--- src/rtl/multicycle_control.sv ---
// Multi-cycle MIPS control FSM: per-instruction state sequence over a shared
// datapath, memory-ready stalls and a retired-instruction counter.
module multicycle_control #(
  parameter int unsigned CNT_W = 32
) (
  input  logic             clk,
  input  logic             rst_n,
  input  logic [5:0]       op,
  input  logic             mem_ready,
  output logic             pc_write,
  output logic             pc_write_cond,
  output logic             i_or_d,
  output logic             mem_read,
  output logic             mem_write,
  output logic             ir_write,
  output logic             mem_to_reg,
  output logic             reg_dst,
  output logic             reg_write,
  output logic             alu_src_a,
  output logic [1:0]       alu_src_b,
  output logic [1:0]       alu_op,
  output logic [1:0]       pc_source,
  output logic [3:0]       state,
  output logic             illegal_op,
  output logic [CNT_W-1:0] instr_count
);

  typedef enum logic [3:0] {
    FETCH     = 4'd0,
    DECODE    = 4'd1,
    MEM_ADDR  = 4'd2,
    MEM_RD    = 4'd3,
    MEM_WB    = 4'd4,
    MEM_WR    = 4'd5,
    R_EXEC    = 4'd6,
    R_WB      = 4'd7,
    BRANCH    = 4'd8,
    JUMP      = 4'd9,
    ADDI_EXEC = 4'd10,
    ADDI_WB   = 4'd11
  } state_t;

  localparam logic [5:0] OP_R    = 6'b000000;
  localparam logic [5:0] OP_LW   = 6'b100011;
  localparam logic [5:0] OP_SW   = 6'b101011;
  localparam logic [5:0] OP_BEQ  = 6'b000100;
  localparam logic [5:0] OP_ADDI = 6'b001000;
  localparam logic [5:0] OP_J    = 6'b000010;

  state_t state_q;
  state_t state_d;
  logic   retire;

  always_ff @(posedge clk or negedge rst_n) begin
    if (!rst_n) begin
      state_q     <= FETCH;
      instr_count <= '0;
    end else begin
      state_q <= state_d;
      if (retire) begin
        instr_count <= instr_count + CNT_W'(1);
      end
    end
  end

  assign state = state_q;

  // Everything is gated by rst_n so no enable can leak out during reset.
  always_comb begin
    state_d       = FETCH;
    retire        = 1'b0;
    illegal_op    = 1'b0;
    pc_write      = 1'b0;
    pc_write_cond = 1'b0;
    i_or_d        = 1'b0;
    mem_read      = 1'b0;
    mem_write     = 1'b0;
    ir_write      = 1'b0;
    mem_to_reg    = 1'b0;
    reg_dst       = 1'b0;
    reg_write     = 1'b0;
    alu_src_a     = 1'b0;
    alu_src_b     = 2'b00;
    alu_op        = 2'b00;
    pc_source     = 2'b00;
    if (rst_n) begin
      case (state_q)
        FETCH: begin
          mem_read  = 1'b1;
          alu_src_b = 2'b01;
          ir_write  = mem_ready;
          pc_write  = mem_ready;
          state_d   = mem_ready ? DECODE : FETCH;
        end
        DECODE: begin
          alu_src_b = 2'b11;
          case (op)
            OP_LW, OP_SW: state_d = MEM_ADDR;
            OP_R:         state_d = R_EXEC;
            OP_BEQ:       state_d = BRANCH;
            OP_J:         state_d = JUMP;
            OP_ADDI:      state_d = ADDI_EXEC;
            default: begin
              state_d    = FETCH;
              illegal_op = 1'b1;
            end
          endcase
        end
        MEM_ADDR: begin
          alu_src_a = 1'b1;
          alu_src_b = 2'b10;
          state_d   = (op == OP_LW) ? MEM_RD : MEM_WR;
        end
        MEM_RD: begin
          mem_read = 1'b1;
          i_or_d   = 1'b1;
          state_d  = mem_ready ? MEM_WB : MEM_RD;
        end
        MEM_WB: begin
          reg_write  = 1'b1;
          mem_to_reg = 1'b1;
          retire     = 1'b1;
        end
        MEM_WR: begin
          mem_write = 1'b1;
          i_or_d    = 1'b1;
          state_d   = mem_ready ? FETCH : MEM_WR;
          retire    = mem_ready;
        end
        R_EXEC: begin
          alu_src_a = 1'b1;
          alu_op    = 2'b10;
          state_d   = R_WB;
        end
        R_WB: begin
          reg_write = 1'b1;
          reg_dst   = 1'b1;
          retire    = 1'b1;
        end
        BRANCH: begin
          alu_src_a     = 1'b1;
          alu_op        = 2'b01;
          pc_write_cond = 1'b1;
          pc_source     = 2'b01;
          retire        = 1'b1;
        end
        JUMP: begin
          pc_write  = 1'b1;
          pc_source = 2'b10;
          retire    = 1'b1;
        end
        ADDI_EXEC: begin
          alu_src_a = 1'b1;
          alu_src_b = 2'b10;
          state_d   = ADDI_WB;
        end
        ADDI_WB: begin
          reg_write = 1'b1;
          retire    = 1'b1;
        end
        default: state_d = FETCH;
      endcase
    end
  end

endmodule

--- config.mk ---
export PLATFORM = sky130hd
export DESIGN_NAME = multicycle_control
export DESIGN_NICKNAME = d
export VERILOG_FILES = /design/src/rtl/multicycle_control.sv
export SDC_FILE = /design/constraint.sdc
export NUM_CORES = 1
export LEC_CHECK = 0
export CORE_MARGIN = 2
export CORE_UTILIZATION = 51
export DETAILED_ROUTE_END_ITERATION = 8
export GPL_TIMING_DRIVEN = 0
export PLACE_DENSITY = 0.95
export SETUP_SLACK_MARGIN = 0.2
export SYNTH_ARGS = -nofsm -noshare
export SYNTH_HDL_FRONTEND = slang
export SYNTH_SLANG_ARGS = --single-unit
--- constraint.sdc ---
create_clock -name clk -period 3.45 [get_ports clk]
set_input_delay 0.5175 -clock clk [delete_from_list [all_inputs] [get_ports clk]]
set_output_delay 0.5175 -clock clk [all_outputs]
set_load 0.005 [all_outputs]
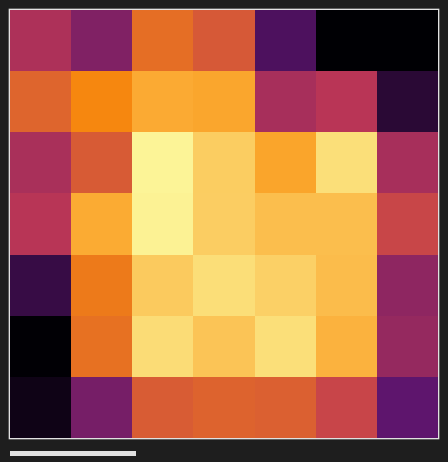
Fig. 1. Cell density map (run 1).
The bar under the picture is 20 um long. 7 x 7 tiles, from black (low) to pale yellow (high), 0 to 100% covered.
densest ninth of the die: center
fullest tile: 98%
nearly empty tiles: 6.1%

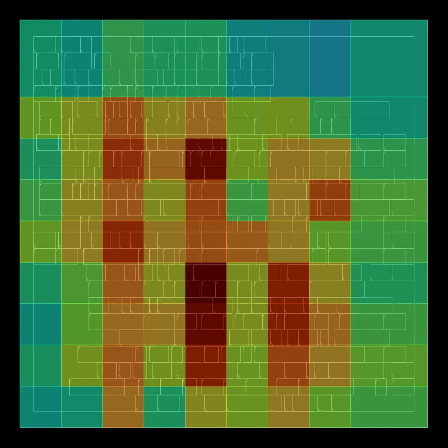
Fig. 2. Routing congestion map (run 1).
GRT Resource Usage Total: 0.2509
met3 Use GR: 0.04441
routing usage on met1: 0.3302
WL/cell: 16.26 um
layer carrying the most global-route usage: met2

==> notes.md, run 1 <==
impl run done, here's what came out: aoi share 0.07835, Clock group 0.304 mW, Commonest cells post-synth 36 x dfrtp_1, 31 x xnor2_1, 17 x nor2_1, 15 x nand3_1, 15 x nand4_1, status finished clean, Leading cell kind logic gates, NonClk Buf Share 0.2321, vias in the first global route 1,813, Synth top cell by count dfrtp_1, f_max 325.6 MHz, Non-CTS buffers 72, yosys cell count 213, combinational gate area 1112 um2, Synth Cell Area 2092 um2, setup_tns 0 ns, Non-clk invs 2, switching share of power 0.2361, end-of-flow core utilization 0.7127, worst vdd ir 0.1942 mV, DR vias/cell 5.912, WL final 5.365 mm, Largest cells by area dfrtp_1 43%, xnor2_1 13%, nand4_1 4.5%, nand3_1 3.6%, nor2_1 3.1%, Net count, final 289, syn_nets 223, Synth top area share 0.4306, PortBufs 59, clock buf count 8, placed inst area 2740 um2, Flop pwr share 0.530, total grt overflow 0, sequential portion of the cell area 0.3183, Non-Filler Cell Area, Final 2830 um2, critical path's top delay family buffers and inverters, crit-path cells buf_2, nand2_1, nor2_1, nor4b_1, clkdlybuf4s50_1, Slew HR 0.3585, worst-path fanout max 44, cell count after placement 322, dpl hpwl 3.871 mm, Clock Power Share 0.367, post-synth cell types 49, Syn Inst Count 213, Routability Congestion 0.8059, Initial Util 0.5268, post-synthesis simple-gate area fraction 0.2907, Seq share, synth 0.4306, CP Capture Point illegal_op, Clk pin slew, worst setup/hold paths 0.07 ns
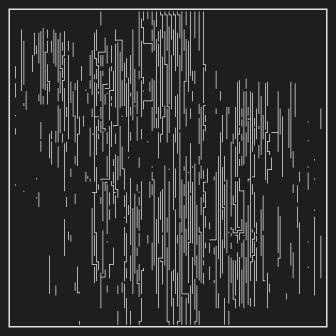
Fig. 3. M2 wires (run 1).
main direction: vertical
longest straight run: 35.7 um
nets with wire on the layer: 257

==> run 2, diff against run 1 <==
--- a/config.mk
+++ b/config.mk
@@ -6,10 +6,11 @@
 export NUM_CORES = 1
 export LEC_CHECK = 0
 export CORE_MARGIN = 2
-export CORE_UTILIZATION = 51
+export CORE_UTILIZATION = 47
 export DETAILED_ROUTE_END_ITERATION = 8
-export GPL_TIMING_DRIVEN = 0
-export PLACE_DENSITY = 0.95
+export GPL_TIMING_DRIVEN = 1
+export MAX_ROUTING_LAYER = met4
+export PLACE_DENSITY = 0.9
 export SETUP_SLACK_MARGIN = 0.2
 export SYNTH_ARGS = -nofsm -noshare
 export SYNTH_HDL_FRONTEND = slang
==> constraint.sdc (replaced) <==
create_clock -name clk -period 3.2 [get_ports clk]
set_input_delay 0.48 -clock clk [delete_from_list [all_inputs] [get_ports clk]]
set_output_delay 0.48 -clock clk [all_outputs]
set_load 0.005 [all_outputs]
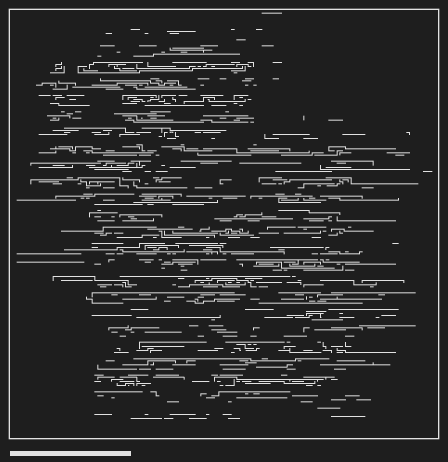
Fig. 4. Met1 routing (run 2).
The bar under the picture is 20 um long.
share of all routed wire: 42%
longest straight run: 28.1 um
wire length on this layer: 2,110 um
main direction: horizontal
WL final: 5.056 mm
routing usage on met1: 0.2681
via count: 1,905

==> notes.md, run 2 <==
impl run done, here's what came out: status finished clean, Clk pin slew, worst setup/hold paths 0.07 ns, total grt overflow 0, Synth Cell Area 2092 um2, post-synth cell types 49, worst vdd ir 0.1745 mV, DR vias/cell 5.862, Commonest cells post-synth 36 x dfrtp_1, 31 x xnor2_1, 17 x nor2_1, 15 x nand3_1, 15 x nand4_1, sequential portion of the cell area 0.3201, PortBufs 61, Initial Util 0.4838, CP Capture Point illegal_op, worst-path fanout max 8, end-of-flow core utilization 0.6508, cell count after placement 317, met3 Use GR 0.04986, syn_nets 223, Synth top area share 0.4306, yosys cell count 213, Synth top cell by count dfrtp_1
Power is estimated from default activity; no workload was simulated.
